### config.mk
export PLATFORM = sky130hd
export DESIGN_NAME = hnf_tag_sram_ctrl_flat
export DESIGN_NICKNAME = d
export VERILOG_FILES = /design/src/rtl/hnf_tag_sram_ctrl_pkg.sv /design/src/rtl/hnf_tag_sram_ctrl_if.sv /design/src/rtl/hnf_tag_sram_ctrl_rr_arb2.sv /design/src/rtl/hnf_tag_sram_ctrl.sv /design/src/flat_wrapper.sv
export SDC_FILE = /design/constraint.sdc
export NUM_CORES = 1
export LEC_CHECK = 0
export ABC_CLOCK_PERIOD_IN_PS = 2100
export CORE_AREA = 5 5 399 401
export CTS_CLUSTER_SIZE = 10
export DETAILED_ROUTE_END_ITERATION = 8
export DIE_AREA = 0 0 404 406
export GPL_ROUTABILITY_DRIVEN = 0
export GPL_TIMING_DRIVEN = 0
export SKIP_LAST_GASP = 1
export SLEW_MARGIN = 20
export SYNTH_ARGS = -nofsm -noshare
export SYNTH_HDL_FRONTEND = slang
export SYNTH_SLANG_ARGS = --single-unit
### constraint.sdc
create_clock -name clk -period 2.1 [get_ports clk]
set_input_delay 0.21 -clock clk [delete_from_list [all_inputs] [get_ports clk]]
set_output_delay 0.21 -clock clk [all_outputs]
set_load 0.01 [all_outputs]
### src/rtl/hnf_tag_sram_ctrl_pkg.sv
// Shared sizes, FSM encoding and read latency for the HNF tag SRAM controller.
package hnf_tag_sram_ctrl_pkg;

    localparam int LOC_INDEX_WIDTH = 10;
    localparam int LOC_WAY_NUM     = 16;
    localparam int LOC_CLINE_WIDTH = 28;
    localparam int TAG_RD_LAT      = 3;

    typedef enum logic {
        INIT = 1'b0,
        RUN  = 1'b1
    } state_e;

endpackage

### src/rtl/hnf_tag_sram_ctrl_if.sv
// Requester-side bundle of the tag SRAM controller: lookup, tag write, flush, response.
interface hnf_tag_sram_ctrl_if #(
    parameter int LOC_INDEX_WIDTH = hnf_tag_sram_ctrl_pkg::LOC_INDEX_WIDTH,
    parameter int LOC_WAY_NUM     = hnf_tag_sram_ctrl_pkg::LOC_WAY_NUM,
    parameter int LOC_CLINE_WIDTH = hnf_tag_sram_ctrl_pkg::LOC_CLINE_WIDTH
);
    logic                                   rd_req_valid;
    logic                                   rd_req_ready;
    logic [LOC_INDEX_WIDTH-1:0]             rd_req_index;
    logic                                   wr_req_valid;
    logic                                   wr_req_ready;
    logic [LOC_INDEX_WIDTH-1:0]             wr_req_index;
    logic [LOC_WAY_NUM-1:0]                 wr_req_ways;
    logic [LOC_CLINE_WIDTH-1:0]             wr_req_cline;
    logic                                   flush_req;
    logic                                   init_done;
    logic                                   rd_rsp_valid;
    logic [LOC_CLINE_WIDTH*LOC_WAY_NUM-1:0] rd_rsp_clines;

    modport master (
        output rd_req_valid, rd_req_index,
        output wr_req_valid, wr_req_index, wr_req_ways, wr_req_cline,
        output flush_req,
        input  rd_req_ready, wr_req_ready, init_done,
        input  rd_rsp_valid, rd_rsp_clines
    );

    modport slave (
        input  rd_req_valid, rd_req_index,
        input  wr_req_valid, wr_req_index, wr_req_ways, wr_req_cline,
        input  flush_req,
        output rd_req_ready, wr_req_ready, init_done,
        output rd_rsp_valid, rd_rsp_clines
    );

endinterface

### src/rtl/hnf_tag_sram_ctrl_rr_arb2.sv
// Two-requester round-robin arbiter; pointer flips only on a contested grant.
module hnf_rr_arb2 (
    input  logic clk,
    input  logic rst,
    input  logic en,
    input  logic rd_req,
    input  logic wr_req,
    output logic rd_gnt,
    output logic wr_gnt
);
    logic rr_ptr_q;

    assign rd_gnt = en & rd_req & (~wr_req | ~rr_ptr_q);
    assign wr_gnt = en & wr_req & (~rd_req |  rr_ptr_q);

    always_ff @(posedge clk or posedge rst) begin
        if (rst)
            rr_ptr_q <= 1'b0;
        else if (en & rd_req & wr_req)
            rr_ptr_q <= ~rr_ptr_q;
    end

endmodule

### src/rtl/hnf_tag_sram_ctrl.sv
// Tag SRAM sequencer: invalidate-all sweep, read/write arbitration, tracked read latency.
module hnf_tag_sram_ctrl #(
    parameter int LOC_INDEX_WIDTH = hnf_tag_sram_ctrl_pkg::LOC_INDEX_WIDTH,
    parameter int LOC_WAY_NUM     = hnf_tag_sram_ctrl_pkg::LOC_WAY_NUM,
    parameter int LOC_CLINE_WIDTH = hnf_tag_sram_ctrl_pkg::LOC_CLINE_WIDTH
) (
    input  logic                                   clk,
    input  logic                                   rst,
    hnf_tag_sram_ctrl_if.slave                     req,
    output logic [LOC_INDEX_WIDTH-1:0]             loc_index_q,
    output logic                                   loc_rd_en_q,
    output logic [LOC_WAY_NUM-1:0]                 loc_wr_ways_q,
    output logic [LOC_CLINE_WIDTH-1:0]             loc_wr_cline_q,
    input  logic [LOC_CLINE_WIDTH*LOC_WAY_NUM-1:0] loc_rd_clines_q
);
    import hnf_tag_sram_ctrl_pkg::*;

    localparam logic [LOC_INDEX_WIDTH-1:0] LAST_IDX = '1;

    state_e                     state_q;
    state_e                     state_d;
    logic [LOC_INDEX_WIDTH-1:0] cnt_q;
    logic                       run;
    logic                       rd_gnt;
    logic                       wr_gnt;
    logic [TAG_RD_LAT-1:0]      rsp_vld_q;

    always_ff @(posedge clk or posedge rst) begin
        if (rst)
            state_q <= INIT;
        else
            state_q <= state_d;
    end

    always_comb begin
        state_d = state_q;
        unique case (state_q)
            INIT: if (cnt_q == LAST_IDX) state_d = RUN;
            RUN:  if (req.flush_req)     state_d = INIT;
        endcase
    end

    always_comb begin
        run = (state_q == RUN);
    end

    assign req.init_done     = run;
    assign req.rd_req_ready  = rd_gnt;
    assign req.wr_req_ready  = wr_gnt;
    assign req.rd_rsp_valid  = rsp_vld_q[TAG_RD_LAT-1];
    assign req.rd_rsp_clines = loc_rd_clines_q;

    hnf_rr_arb2 u_arb (
        .clk    (clk),
        .rst    (rst),
        .en     (run),
        .rd_req (req.rd_req_valid),
        .wr_req (req.wr_req_valid),
        .rd_gnt (rd_gnt),
        .wr_gnt (wr_gnt)
    );

    // Counter sits at 0 in RUN so a flush always restarts the sweep at index 0.
    always_ff @(posedge clk or posedge rst) begin
        if (rst)
            cnt_q <= '0;
        else if (!run)
            cnt_q <= cnt_q + 1'b1;
    end

    always_ff @(posedge clk or posedge rst) begin
        if (rst) begin
            loc_index_q    <= '0;
            loc_rd_en_q    <= 1'b0;
            loc_wr_ways_q  <= '0;
            loc_wr_cline_q <= '0;
        end else begin
            loc_rd_en_q   <= 1'b0;
            loc_wr_ways_q <= '0;
            if (!run) begin
                loc_index_q    <= cnt_q;
                loc_wr_ways_q  <= '1;
                loc_wr_cline_q <= '0;
            end else if (rd_gnt) begin
                loc_index_q <= req.rd_req_index;
                loc_rd_en_q <= 1'b1;
            end else if (wr_gnt) begin
                loc_index_q    <= req.wr_req_index;
                loc_wr_ways_q  <= req.wr_req_ways;
                loc_wr_cline_q <= req.wr_req_cline;
            end
        end
    end

    // Keeps shifting across a flush so in-flight reads still answer.
    always_ff @(posedge clk or posedge rst) begin
        if (rst)
            rsp_vld_q <= '0;
        else
            rsp_vld_q <= {rsp_vld_q[TAG_RD_LAT-2:0], rd_gnt};
    end

endmodule

### src/flat_wrapper.sv
// flat-port wrapper written by rule: the top's interface ports become plain ports
module hnf_tag_sram_ctrl_flat import hnf_tag_sram_ctrl_pkg::*;
#(
    parameter int LOC_INDEX_WIDTH = hnf_tag_sram_ctrl_pkg::LOC_INDEX_WIDTH,
    parameter int LOC_WAY_NUM     = hnf_tag_sram_ctrl_pkg::LOC_WAY_NUM,
    parameter int LOC_CLINE_WIDTH = hnf_tag_sram_ctrl_pkg::LOC_CLINE_WIDTH
)
  (clk, rst, loc_index_q, loc_rd_en_q, loc_wr_ways_q, loc_wr_cline_q, loc_rd_clines_q, req_rd_req_valid, req_rd_req_index, req_wr_req_valid, req_wr_req_index, req_wr_req_ways, req_wr_req_cline, req_flush_req, req_rd_req_ready, req_wr_req_ready, req_init_done, req_rd_rsp_valid, req_rd_rsp_clines);
  hnf_tag_sram_ctrl_if #(.LOC_INDEX_WIDTH(LOC_INDEX_WIDTH), .LOC_WAY_NUM(LOC_WAY_NUM), .LOC_CLINE_WIDTH(LOC_CLINE_WIDTH)) req_i ();
  input  logic clk;
  input  logic rst;
  output logic [LOC_INDEX_WIDTH-1:0] loc_index_q;
  output logic loc_rd_en_q;
  output logic [LOC_WAY_NUM-1:0] loc_wr_ways_q;
  output logic [LOC_CLINE_WIDTH-1:0] loc_wr_cline_q;
  input  logic [LOC_CLINE_WIDTH*LOC_WAY_NUM-1:0] loc_rd_clines_q;
  input wire logic [$bits(req_i.rd_req_valid)-1:0] req_rd_req_valid;
  input wire logic [$bits(req_i.rd_req_index)-1:0] req_rd_req_index;
  input wire logic [$bits(req_i.wr_req_valid)-1:0] req_wr_req_valid;
  input wire logic [$bits(req_i.wr_req_index)-1:0] req_wr_req_index;
  input wire logic [$bits(req_i.wr_req_ways)-1:0] req_wr_req_ways;
  input wire logic [$bits(req_i.wr_req_cline)-1:0] req_wr_req_cline;
  input wire logic [$bits(req_i.flush_req)-1:0] req_flush_req;
  output wire logic [$bits(req_i.rd_req_ready)-1:0] req_rd_req_ready;
  output wire logic [$bits(req_i.wr_req_ready)-1:0] req_wr_req_ready;
  output wire logic [$bits(req_i.init_done)-1:0] req_init_done;
  output wire logic [$bits(req_i.rd_rsp_valid)-1:0] req_rd_rsp_valid;
  output wire logic [$bits(req_i.rd_rsp_clines)-1:0] req_rd_rsp_clines;
  assign req_i.rd_req_valid = req_rd_req_valid;
  assign req_i.rd_req_index = req_rd_req_index;
  assign req_i.wr_req_valid = req_wr_req_valid;
  assign req_i.wr_req_index = req_wr_req_index;
  assign req_i.wr_req_ways = req_wr_req_ways;
  assign req_i.wr_req_cline = req_wr_req_cline;
  assign req_i.flush_req = req_flush_req;
  assign req_rd_req_ready = req_i.rd_req_ready;
  assign req_wr_req_ready = req_i.wr_req_ready;
  assign req_init_done = req_i.init_done;
  assign req_rd_rsp_valid = req_i.rd_rsp_valid;
  assign req_rd_rsp_clines = req_i.rd_rsp_clines;
  hnf_tag_sram_ctrl #(.LOC_INDEX_WIDTH(LOC_INDEX_WIDTH), .LOC_WAY_NUM(LOC_WAY_NUM), .LOC_CLINE_WIDTH(LOC_CLINE_WIDTH)) u_core (.clk(clk), .rst(rst), .req(req_i), .loc_index_q(loc_index_q), .loc_rd_en_q(loc_rd_en_q), .loc_wr_ways_q(loc_wr_ways_q), .loc_wr_cline_q(loc_wr_cline_q), .loc_rd_clines_q(loc_rd_clines_q));
endmodule
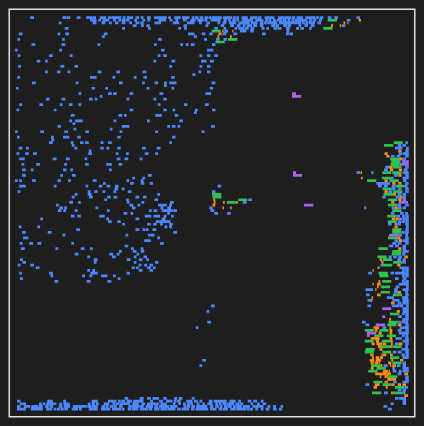
**Above:** cells colored by class.
(1 px per µm)
Blue shows other buffers and delay cells, cells 1035, share of their area 76%. Purple shows clock drivers and dummy loads, cells 16, share of their area 2.3%. Green shows flip-flops, cells 70, share of their area 14%. Orange shows all other logic, cells 131, share of their area 7.5%.
fraction of area in registers: 11.7%
fin area: 14900 µm²

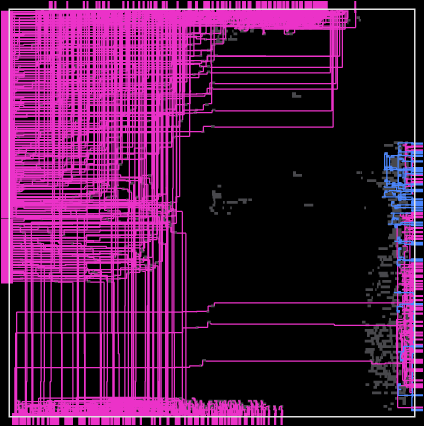
**Above:** wires at chosen ports, followed through buffers.
(1 px per µm)
Blue shows req_wr_req_cline, direction input, edge east, end cells 28, buffers 28, wire 1060 µm. Magenta shows loc_rd_clines_q, direction input, edge 199 west, 111 south, 90 north, 48 east, end cells 0, buffers 896, wire 71.1 mm.
num ports: 1024
port bufs: 575

==> deck_impl_summary.md <==
Key Metrics from the Run

Run status
  • Status: finished, final reports clean

Synthesis
  • EDFF count, synth: 0
  • Logic family by area: buffers and inverters
  • Synthesized area: 6110 µm²
  • AND-OR/OR-AND share of the synthesized area: 7.99%
  • Yosys cell count: 660
  • Cells after Synth: 660
  • Ys async rst share: 100%
  • Cell Type Count: 34
  • MUX area fraction: 1.82%
  • Ys flop type: dfrtp_1
  • Synthesized flop and latch total: 70
  • XORs/XNORs by Area: 1.43%
  • Post-synthesis sequential area ratio: 28.7%
  • Warnings, synthesis: 0
  • Synthesis area per yosys: 6110 µm²

Worst setup path
  • Slowest CP cell: clkdlybuf4s50_1
  • Reg2reg start: u_core.u_arb.rr_ptr_q$_DFFE_PP0P_
  • Critical path buffer and inverter count: 1
  • R2r setup slk: 300 ps
  • CP peak stage delay: 530 ps
  • Worst-path cell chain: nand2b_2 > and3_4 > clkdlybuf4s50_1
  • End of the critical path: req_wr_req_ready
  • Critical Path Stages: 3
  • Critical path required time: 1890 ps

Power
  • Power density over the cells: 401 nW/µm²
  • Largest power group: combinational logic
  • Seq power: 0.00161 W
  • Internal: 0.00393 W
  • Switching Share: 34.3%
  • Sequential power share: 27.0%
  • Leak: 5.84 nW
  • Design Power: 0.00598 W
  • Comb pwr: 0.00275 W
  • Max rail drop VDD: 364 µV

STA
  • Period utilisation layout: 91.4%
  • Final setup fails: 0
  • Worst slew margin: 41.4%
  • RSZ-0062 raised after global routing: no
  • Final worst setup slack: 180 ps
  • Max Fclk: 0.521 GHz
  • Slew Viols, Final: 0
  • Min Tclk post-route: 1920 ps

Drt
  • Met1 WL: 25500 µm
  • Met2 wire length: 44500 µm
  • Via count: 6937
  • Residual DRC: 0
  • DR vias/cell: 2.06
  • Drt wl/cell: 26.1 µm
  • Initial DRT Pass Iterations: 4
  • Routed wl met3: 15300 µm

Floorplanning
  • Die x size: 404 µm
  • Site Rows: 145
  • Die area: 164000 µm²
  • Tapcells: 2058
  • Die y size: 406 µm
  • Fp util: 3.93%

Clocking
  • CTS tree: built
  • Root buffer cell: clkbuf_16
  • Clock slew at reported path FFs: 80 ps
  • CTS Hold Bufs: 0
  • Insertion Delay late pin: 370 ps
  • CTS Buf Count: 9

Cells and area
  • Register Area: 1750 µm²
  • Mi-comb count: 111
  • Fill cells: 18014
  • Post-Route Utilization: 9.61%
  • Ant diodes: 56
  • Flops: 70
  • Inverter count: 20
  • Share of cells above drive strength 1: 38.7%

GRT
  • GRT Overall Usage: 10.0%
  • Antenna violations before repair: 162
  • Vias in the first global route: 6708
  • Busiest grt layer: met2

Run
  • Tool warnings: 26
  • Max cap viols: 0

Hold path
  • Worst Hold Class: input pin to async pin

Placed design
  • Setup WS pre-CTS: -300 ps
  • DP Area: 14500 µm²
  • Hpwl dp: 84600 µm
==> worst reg2reg max path, stage by stage, from the launching register on <==
cell and delay (ps):
dfrtp_1 430, nand2b_2 230, a21oi_4 370, buf_2 500, a21oi_1 130
==> Yosys cell counts, types with 2 or more instances <==
library cell | count | area [µm²]
xnor2_1 | 7 | 61.3
buf_4 | 451 | 3390
buf_2 | 3 | 15.0
nand3_1 | 4 | 20.0
o21ai_1 | 8 | 40.0
nor3_1 | 3 | 15.0
nor2_1 | 2 | 7.51
a22oi_1 | 7 | 52.6
inv_1 | 19 | 71.3
xor2_1 | 3 | 26.3
a21oi_1 | 17 | 85.1
a22o_1 | 28 | 245
buf_6 | 4 | 45.0
mux2i_1 | 10 | 100
dfrtp_1 | 70 | 1750
and2_1 | 2 | 12.5
nand2_1 | 5 | 18.8
==> sequential cells by signal (all words and copies together), names as in the netlist <==
signal                 flops
u_core.cnt_q              10
u_core.rsp_vld_q           3
u_core.u_arb.rr_ptr_q      1
u_core.loc_wr_cline_q     28
u_core.loc_index_q        10
u_core.loc_rd_en_q         1
u_core.loc_wr_ways_q      16
u_core.req.init_done       1
==> cells in the final DEF (no fill, tap or decap), drive strengths merged <==
master           n
xor2             3
nand3b           1
and3             1
clkbuf          10
nor3             3
nor2b            1
nand4            1
o221ai           2
nand2b           1
nor2             2
buf            459
nand3            4
diode           56
o21ai            9
mux2i           10
a22oi            7
inv             24
o32ai            1
dlygate4sd2      3
nand4b           1
clkinv           1
nand2            5
clkinvlp         2
nor3b            1
ha               1
a22o            28
a21boi           1
xnor2            7
dfrtp           70
and2             2
a21oi           18
clkdlybuf4s50  572
mux2             1
==> timing repair <==
item / 4_1_cts / 5_1_grt
endpoints found under the setup margin: 2 / 0
endpoints found under the hold margin: 0 / 0
gates resized: 6 / 0
setup buffers: 2 / 0
Power and IR drop assume default switching activity.
